## config.mk

```make
export PLATFORM = sky130hd
export DESIGN_NAME = pipelined_chunked_addsub_flat
export DESIGN_NICKNAME = d
export VERILOG_FILES = /design/src/rtl/pipelined_chunked_addsub_if.sv /design/src/rtl/pipelined_chunked_addsub.sv /design/src/flat_wrapper.sv
export SDC_FILE = /design/constraint.sdc
export NUM_CORES = 1
export LEC_CHECK = 0
export CAP_MARGIN = 15
export CORE_MARGIN = 1
export CORE_UTILIZATION = 50
export CTS_CLUSTER_DIAMETER = 80
export DETAILED_ROUTE_END_ITERATION = 12
export PLACE_DENSITY = 0.72
export SLEW_MARGIN = 40
export SYNTH_ARGS = -nofsm -noshare
export SYNTH_HDL_FRONTEND = slang
export SYNTH_SLANG_ARGS = --single-unit
```

## constraint.sdc

```tcl
create_clock -name clk -period 2.6 [get_ports clk]
set_clock_uncertainty 0.15 [all_clocks]
set_input_delay 0.65 -clock clk [delete_from_list [all_inputs] [get_ports clk]]
set_output_delay 0.65 -clock clk [all_outputs]
set_load 0.005 [all_outputs]
```

## src/rtl/pipelined_chunked_addsub_if.sv

```systemverilog
`timescale 1ns/1ps
`default_nettype none
// ============================================================================
// Module   : pipelined_chunked_addsub_if
// Brief    : Issue-side and result-side handshake bundle for the chunked
//            add/sub pipeline. Carries the sat request when
//            CHUNKED_ADDSUB_SAT_EN is defined.
// Revision : 1.0 - initial release
// ============================================================================
interface pipelined_chunked_addsub_if #(
    parameter int WIDTH = 32,
    parameter int TAG_W = 4
);
    logic             in_valid;
    logic             in_ready;
    logic [WIDTH-1:0] in_a;
    logic [WIDTH-1:0] in_b;
    logic             in_sub;
    logic [TAG_W-1:0] in_tag;
`ifdef CHUNKED_ADDSUB_SAT_EN
    logic             sat;
`endif
    logic             out_valid;
    logic             out_ready;
    logic [WIDTH-1:0] out_res;
    logic             out_cout;
    logic             out_ovf;
    logic             out_zero;
    logic [TAG_W-1:0] out_tag;

    // Issue stage / result consumer side
    modport master (
`ifdef CHUNKED_ADDSUB_SAT_EN
        output sat,
`endif
        output in_valid, in_a, in_b, in_sub, in_tag, out_ready,
        input  in_ready, out_valid, out_res, out_cout, out_ovf, out_zero, out_tag
    );

    // Arithmetic unit side
    modport slave (
`ifdef CHUNKED_ADDSUB_SAT_EN
        input  sat,
`endif
        input  in_valid, in_a, in_b, in_sub, in_tag, out_ready,
        output in_ready, out_valid, out_res, out_cout, out_ovf, out_zero, out_tag
    );
endinterface
`default_nettype wire

```

## src/rtl/pipelined_chunked_addsub.sv

```systemverilog
`timescale 1ns/1ps
`default_nettype none
// ============================================================================
// Module   : pipelined_chunked_addsub
// Brief    : Pipelined carry-select add/subtract, one WIDTH/CHUNKS-bit chunk
//            per stage, global stall on result backpressure.
//            Option: CHUNKED_ADDSUB_SAT_EN adds signed saturation (bus.sat).
// Revision : 1.0 - initial release
// ============================================================================
module pipelined_chunked_addsub #(
    parameter int WIDTH  = 32,
    parameter int CHUNKS = 4,
    parameter int TAG_W  = 4
) (
    input  wire logic                 clk,
    input  wire logic                 rst_n,
    pipelined_chunked_addsub_if.slave bus
);

    localparam int c_cw   = WIDTH / CHUNKS;
    localparam int c_last = CHUNKS - 1;

    if (WIDTH % CHUNKS != 0) begin : g_bad_split
        $error("pipelined_chunked_addsub: WIDTH must be a multiple of CHUNKS");
    end

    // Stage registers; index k holds the operation after chunk k is resolved
    logic [CHUNKS-1:0]            r_val;
    logic [CHUNKS-1:0]            r_sub;
    logic [CHUNKS-1:0]            r_carry;
    logic [CHUNKS-1:0][WIDTH-1:0] r_a;
    logic [CHUNKS-1:0][WIDTH-1:0] r_b;
    logic [CHUNKS-1:0][WIDTH-1:0] r_res;
    logic [CHUNKS-1:0][TAG_W-1:0] r_tag;
    logic                         r_cout;
    logic                         r_ovf;
    logic                         r_zero;

    // Values presented to each stage (input bus for stage 0)
    logic [CHUNKS-1:0]            w_sval;
    logic [CHUNKS-1:0]            w_ssub;
    logic [CHUNKS-1:0]            w_scin;
    logic [CHUNKS-1:0][WIDTH-1:0] w_sa;
    logic [CHUNKS-1:0][WIDTH-1:0] w_sb;
    logic [CHUNKS-1:0][WIDTH-1:0] w_sres;
    logic [CHUNKS-1:0][TAG_W-1:0] w_stag;
    logic [CHUNKS-1:0][WIDTH-1:0] w_nres;
    logic [CHUNKS-1:0]            w_ncarry;

    logic             w_advance;
    logic             w_msb_cin;
    logic             w_ovf;
    logic             w_cout;
    logic             w_zero;
    logic [WIDTH-1:0] w_fres;
    logic             w_unused_last;

`ifdef CHUNKED_ADDSUB_SAT_EN
    localparam logic [WIDTH-1:0] c_smax = {1'b0, {(WIDTH-1){1'b1}}};
    localparam logic [WIDTH-1:0] c_smin = {1'b1, {(WIDTH-1){1'b0}}};
    logic [CHUNKS-1:0] r_sat;
    logic [CHUNKS-1:0] w_ssat;
`endif

    assign w_advance    = ~r_val[c_last] | bus.out_ready;
    assign bus.in_ready = w_advance;

    for (genvar k = 0; k < CHUNKS; k++) begin : g_stage
        if (k == 0) begin : g_entry
            // Subtraction enters as A + ~B with carry-in 1
            assign w_sval[k] = bus.in_valid;
            assign w_ssub[k] = bus.in_sub;
            assign w_scin[k] = bus.in_sub;
            assign w_sa[k]   = bus.in_a;
            assign w_sb[k]   = bus.in_sub ? ~bus.in_b : bus.in_b;
            assign w_sres[k] = '0;
            assign w_stag[k] = bus.in_tag;
`ifdef CHUNKED_ADDSUB_SAT_EN
            assign w_ssat[k] = bus.sat;
`endif
        end else begin : g_chain
            assign w_sval[k] = r_val[k-1];
            assign w_ssub[k] = r_sub[k-1];
            assign w_scin[k] = r_carry[k-1];
            assign w_sa[k]   = r_a[k-1];
            assign w_sb[k]   = r_b[k-1];
            assign w_sres[k] = r_res[k-1];
            assign w_stag[k] = r_tag[k-1];
`ifdef CHUNKED_ADDSUB_SAT_EN
            assign w_ssat[k] = r_sat[k-1];
`endif
        end

        logic [c_cw:0]    w_sum0;
        logic [c_cw:0]    w_sum1;
        logic [c_cw:0]    w_sel;
        logic [WIDTH-1:0] w_merged;

        // Both carry-in cases are formed up front; the registered carry only picks one
        assign w_sum0 = {1'b0, w_sa[k][k*c_cw +: c_cw]} + {1'b0, w_sb[k][k*c_cw +: c_cw]};
        assign w_sum1 = {1'b0, w_sa[k][k*c_cw +: c_cw]} + {1'b0, w_sb[k][k*c_cw +: c_cw]}
                      + {{c_cw{1'b0}}, 1'b1};
        assign w_sel  = w_scin[k] ? w_sum1 : w_sum0;

        always_comb begin
            w_merged                    = w_sres[k];
            w_merged[k*c_cw +: c_cw]    = w_sel[c_cw-1:0];
        end

        assign w_nres[k]   = w_merged;
        assign w_ncarry[k] = w_sel[c_cw];
    end

    // Carry into the MSB is recovered from the MSB sum bit of the last chunk
    assign w_msb_cin = w_sa[c_last][WIDTH-1] ^ w_sb[c_last][WIDTH-1] ^ w_nres[c_last][WIDTH-1];
    assign w_ovf     = w_msb_cin ^ w_ncarry[c_last];
    assign w_cout    = w_ncarry[c_last] ^ w_ssub[c_last];

`ifdef CHUNKED_ADDSUB_SAT_EN
    // A negative wrapped result means the true result overflowed positive
    assign w_fres = (w_ssat[c_last] && w_ovf) ? (w_nres[c_last][WIDTH-1] ? c_smax : c_smin)
                                              : w_nres[c_last];
    assign w_unused_last = ^{r_a[c_last], r_b[c_last], r_carry[c_last], r_sub[c_last], r_sat[c_last]};
`else
    assign w_fres = w_nres[c_last];
    assign w_unused_last = ^{r_a[c_last], r_b[c_last], r_carry[c_last], r_sub[c_last]};
`endif

    assign w_zero = (w_fres == '0);

    always_ff @(posedge clk or negedge rst_n) begin
        if (!rst_n) begin
            r_val   <= '0;
            r_sub   <= '0;
            r_carry <= '0;
            r_a     <= '0;
            r_b     <= '0;
            r_res   <= '0;
            r_tag   <= '0;
            r_cout  <= 1'b0;
            r_ovf   <= 1'b0;
            r_zero  <= 1'b0;
`ifdef CHUNKED_ADDSUB_SAT_EN
            r_sat   <= '0;
`endif
        end else if (w_advance) begin
            r_val   <= w_sval;
            r_sub   <= w_ssub;
            r_carry <= w_ncarry;
            r_a     <= w_sa;
            r_b     <= w_sb;
            r_tag   <= w_stag;
            for (int k = 0; k < CHUNKS; k++) begin
                r_res[k] <= (k == c_last) ? w_fres : w_nres[k];
            end
            r_cout  <= w_cout;
            r_ovf   <= w_ovf;
            r_zero  <= w_zero;
`ifdef CHUNKED_ADDSUB_SAT_EN
            r_sat   <= w_ssat;
`endif
        end
    end

    assign bus.out_valid = r_val[c_last];
    assign bus.out_res   = r_res[c_last];
    assign bus.out_cout  = r_cout;
    assign bus.out_ovf   = r_ovf;
    assign bus.out_zero  = r_zero;
    assign bus.out_tag   = r_tag[c_last];

endmodule
`default_nettype wire
```

## src/flat_wrapper.sv

```systemverilog
// flat-port wrapper written by rule: the top's interface ports become plain ports
module pipelined_chunked_addsub_flat 
#(
    parameter int WIDTH  = 32,
    parameter int CHUNKS = 4,
    parameter int TAG_W  = 4
)
  (clk, rst_n, bus_in_valid, bus_in_a, bus_in_b, bus_in_sub, bus_in_tag, bus_out_ready, bus_in_ready, bus_out_valid, bus_out_res, bus_out_cout, bus_out_ovf, bus_out_zero, bus_out_tag);
  pipelined_chunked_addsub_if #(.WIDTH(WIDTH), .TAG_W(TAG_W)) bus_i ();
  input  wire logic clk;
  input  wire logic rst_n;
  input wire logic [$bits(bus_i.in_valid)-1:0] bus_in_valid;
  input wire logic [$bits(bus_i.in_a)-1:0] bus_in_a;
  input wire logic [$bits(bus_i.in_b)-1:0] bus_in_b;
  input wire logic [$bits(bus_i.in_sub)-1:0] bus_in_sub;
  input wire logic [$bits(bus_i.in_tag)-1:0] bus_in_tag;
  input wire logic [$bits(bus_i.out_ready)-1:0] bus_out_ready;
  output wire logic [$bits(bus_i.in_ready)-1:0] bus_in_ready;
  output wire logic [$bits(bus_i.out_valid)-1:0] bus_out_valid;
  output wire logic [$bits(bus_i.out_res)-1:0] bus_out_res;
  output wire logic [$bits(bus_i.out_cout)-1:0] bus_out_cout;
  output wire logic [$bits(bus_i.out_ovf)-1:0] bus_out_ovf;
  output wire logic [$bits(bus_i.out_zero)-1:0] bus_out_zero;
  output wire logic [$bits(bus_i.out_tag)-1:0] bus_out_tag;
  assign bus_i.in_valid = bus_in_valid;
  assign bus_i.in_a = bus_in_a;
  assign bus_i.in_b = bus_in_b;
  assign bus_i.in_sub = bus_in_sub;
  assign bus_i.in_tag = bus_in_tag;
  assign bus_i.out_ready = bus_out_ready;
  assign bus_in_ready = bus_i.in_ready;
  assign bus_out_valid = bus_i.out_valid;
  assign bus_out_res = bus_i.out_res;
  assign bus_out_cout = bus_i.out_cout;
  assign bus_out_ovf = bus_i.out_ovf;
  assign bus_out_zero = bus_i.out_zero;
  assign bus_out_tag = bus_i.out_tag;
  pipelined_chunked_addsub #(.WIDTH(WIDTH), .CHUNKS(CHUNKS), .TAG_W(TAG_W)) u_core (.clk(clk), .rst_n(rst_n), .bus(bus_i));
endmodule
```

==> images/port_nets.png <==
Scale: 3 px per um.
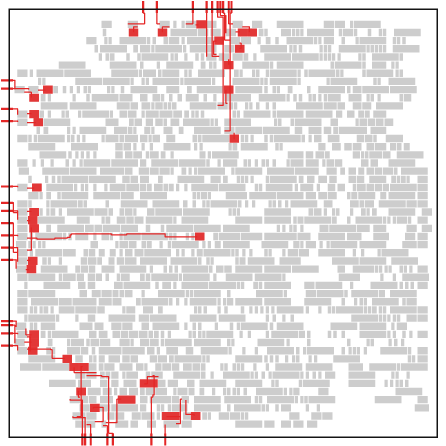
legend:
  red:
    port: `bus_in_b`
    bits: 32
    direction: input
    end_cells: 33
    buffers: 33
    wire: 546 um

==> reports/metrics.csv <==
stage,metric,value,unit
status,status,finished with violations,
status,violated checks,setup timing,
layout,utilization after layout,67.5,%
global_route,Top Usage Layer GRT,met2,
worst_setup_path,crit path cell chain,ha_2 > fa_2 > ha_1 > nand2_1 > nor2b_2 > nand3_1 > o31a_1 > or3_1 > a31oi_1,
timing,Final Hold Vio Count,0,
pwr,Reg power frac,34.4,%
global_route,GRT met2 Usage,34.7,%
layout,clkbuf count,32,
yosys,yosys warns,0,
layout,Biggest Area Class,sequential cells,
layout,combinational gate count,836,
floorplan,initial core utilization,51.8,%
yosys,adder share,5.40,%
worst_setup_path,Reg2Reg Setup Slack,-0.20,ns
yosys,Post-synth top cells,"nand2_1, dfrtp_1, xnor2_1",
clocking,htree depth,1,
yosys,"Cell Area, Synth",0.00982,sq mm
pwr,largest power group,combinational cells,
yosys,flops out of synthesis,205,
worst_setup_path,RR Startpoint,u_core.r_b[88],
pwr,Clock power frac,19.5,%
layout,Layout Area Growth over Synthesis,30.3,%
clocking,"Reg clk slew, reported paths",0.06,ns
detailed_routing,DR DRC count,0,
detailed_routing,uppermost layer routed,met4,
yosys,Synth Area in XOR/XNOR,6.24,%
layout,flop share of the area,40.1,%
clocking,cts repair resizes,36,
clocking,CTS Buf Count,23,
clocking,clock sink total,205,
layout,design area,0.0128,sq mm
timing,# setup viols final,6,
detailed_routing,drt first pass iters,4,
worst_hold_path,worst hold stages,2,
worst_setup_path,family with the most delay on the worst path,adder cells,
layout,Clock-cell share,5.81,%
layout,logic area,0.00475,sq mm
pwr,logic gate share of total power,46.1,%
layout,fin cells,1544,
global_route,first-pass GRT wire length,34300,um
clocking,CTS Root Buffer Type,clkbuf_16,
yosys,"EDFF count, synth",0,
layout,multi-input combinational area share,37.1,%
worst_setup_path,reg2reg end,u_core.bus.out_cout,
worst_setup_path,Buf/Inv on CP,0,
pwr,sw power,5.95,mW
yosys,Post-Syn Nets,1220,
layout,Non-CTS inverters,12,
pwr,Seq. pwr,5.52,mW
timing,Setup WS post-layout,-0.202,ns
timing,fin. max-slew vios,0,
worst_setup_path,critical path class,reg2reg,
clocking,Late-Pin Clk Latency,0.51,ns
timing,setup_tns,-0.654,ns
layout,Top cell excl fill/tap,nand2_1,
floorplan,core area,0.0190,sq mm
layout,NonClk Buf Share,14.1,%
yosys,area fraction in mux cells,0.522,%
yosys,comb area leader,simple AND/OR/NAND/NOR gates,
layout,n_diodes,0,
worst_hold_path,Hold WC Path Type,reg2reg,
detailed_routing,M1 WL,9210,um
timing,Worst-Margin Slew,0.659,ns
pwr,P_leak,6.17,nW
worst_setup_path,max incr delay on CP,0.53,ns
placed_design,pre-CTS WS,-0.984,ns
worst_setup_path,CP arrival,3.09,ns
placed_design,global placer's final weighted congestion,0.825,
flow_run,tool warnings,33,
clocking,hold_buf cts,1,
yosys,# Cells Yosys,1107,
yosys,Yosys cell types,55,
pwr,Max rail drop VDD,636,uV
yosys,"count leader, synth",nand2_1,
layout,# fillers,1548,
yosys,Synth Area in Compound Gates,8.84,%
timing,unrepaired setup endpoints after global routing,true,
yosys,ys async rst share,100,%
yosys,Yosys Chip Area,0.00982,sq mm
floorplan,# Taps,260,
yosys,"Seq share, synth",52.2,%
worst_setup_path,Max Fanout on Critical Path,5,
timing,Slew headroom,56.1,%
flow_run,Max Cap Violations,0,
==> images/wire_density.png <==
Scale: 3 px per um. 28 x 28 tiles, from dark blue (low) to red (high), scaled to the fullest tile. Values are wire area over tile area, all layers added.
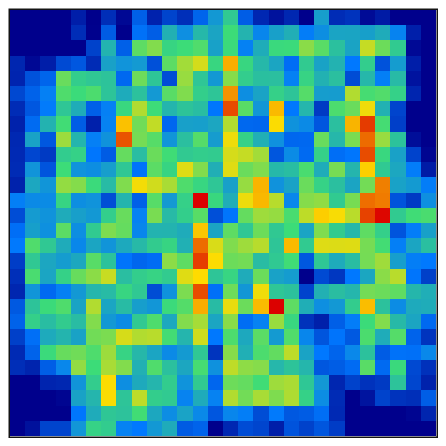
densest ninth of the die: center
mean over tiles: 0.16
fullest tile: 0.42
via count: 7646
Total GRT Usage: 20.7%
DR WL/cell: 13.0 um
Detailed Route WL: 20100 um

Power is estimated from default activity; no workload was simulated.
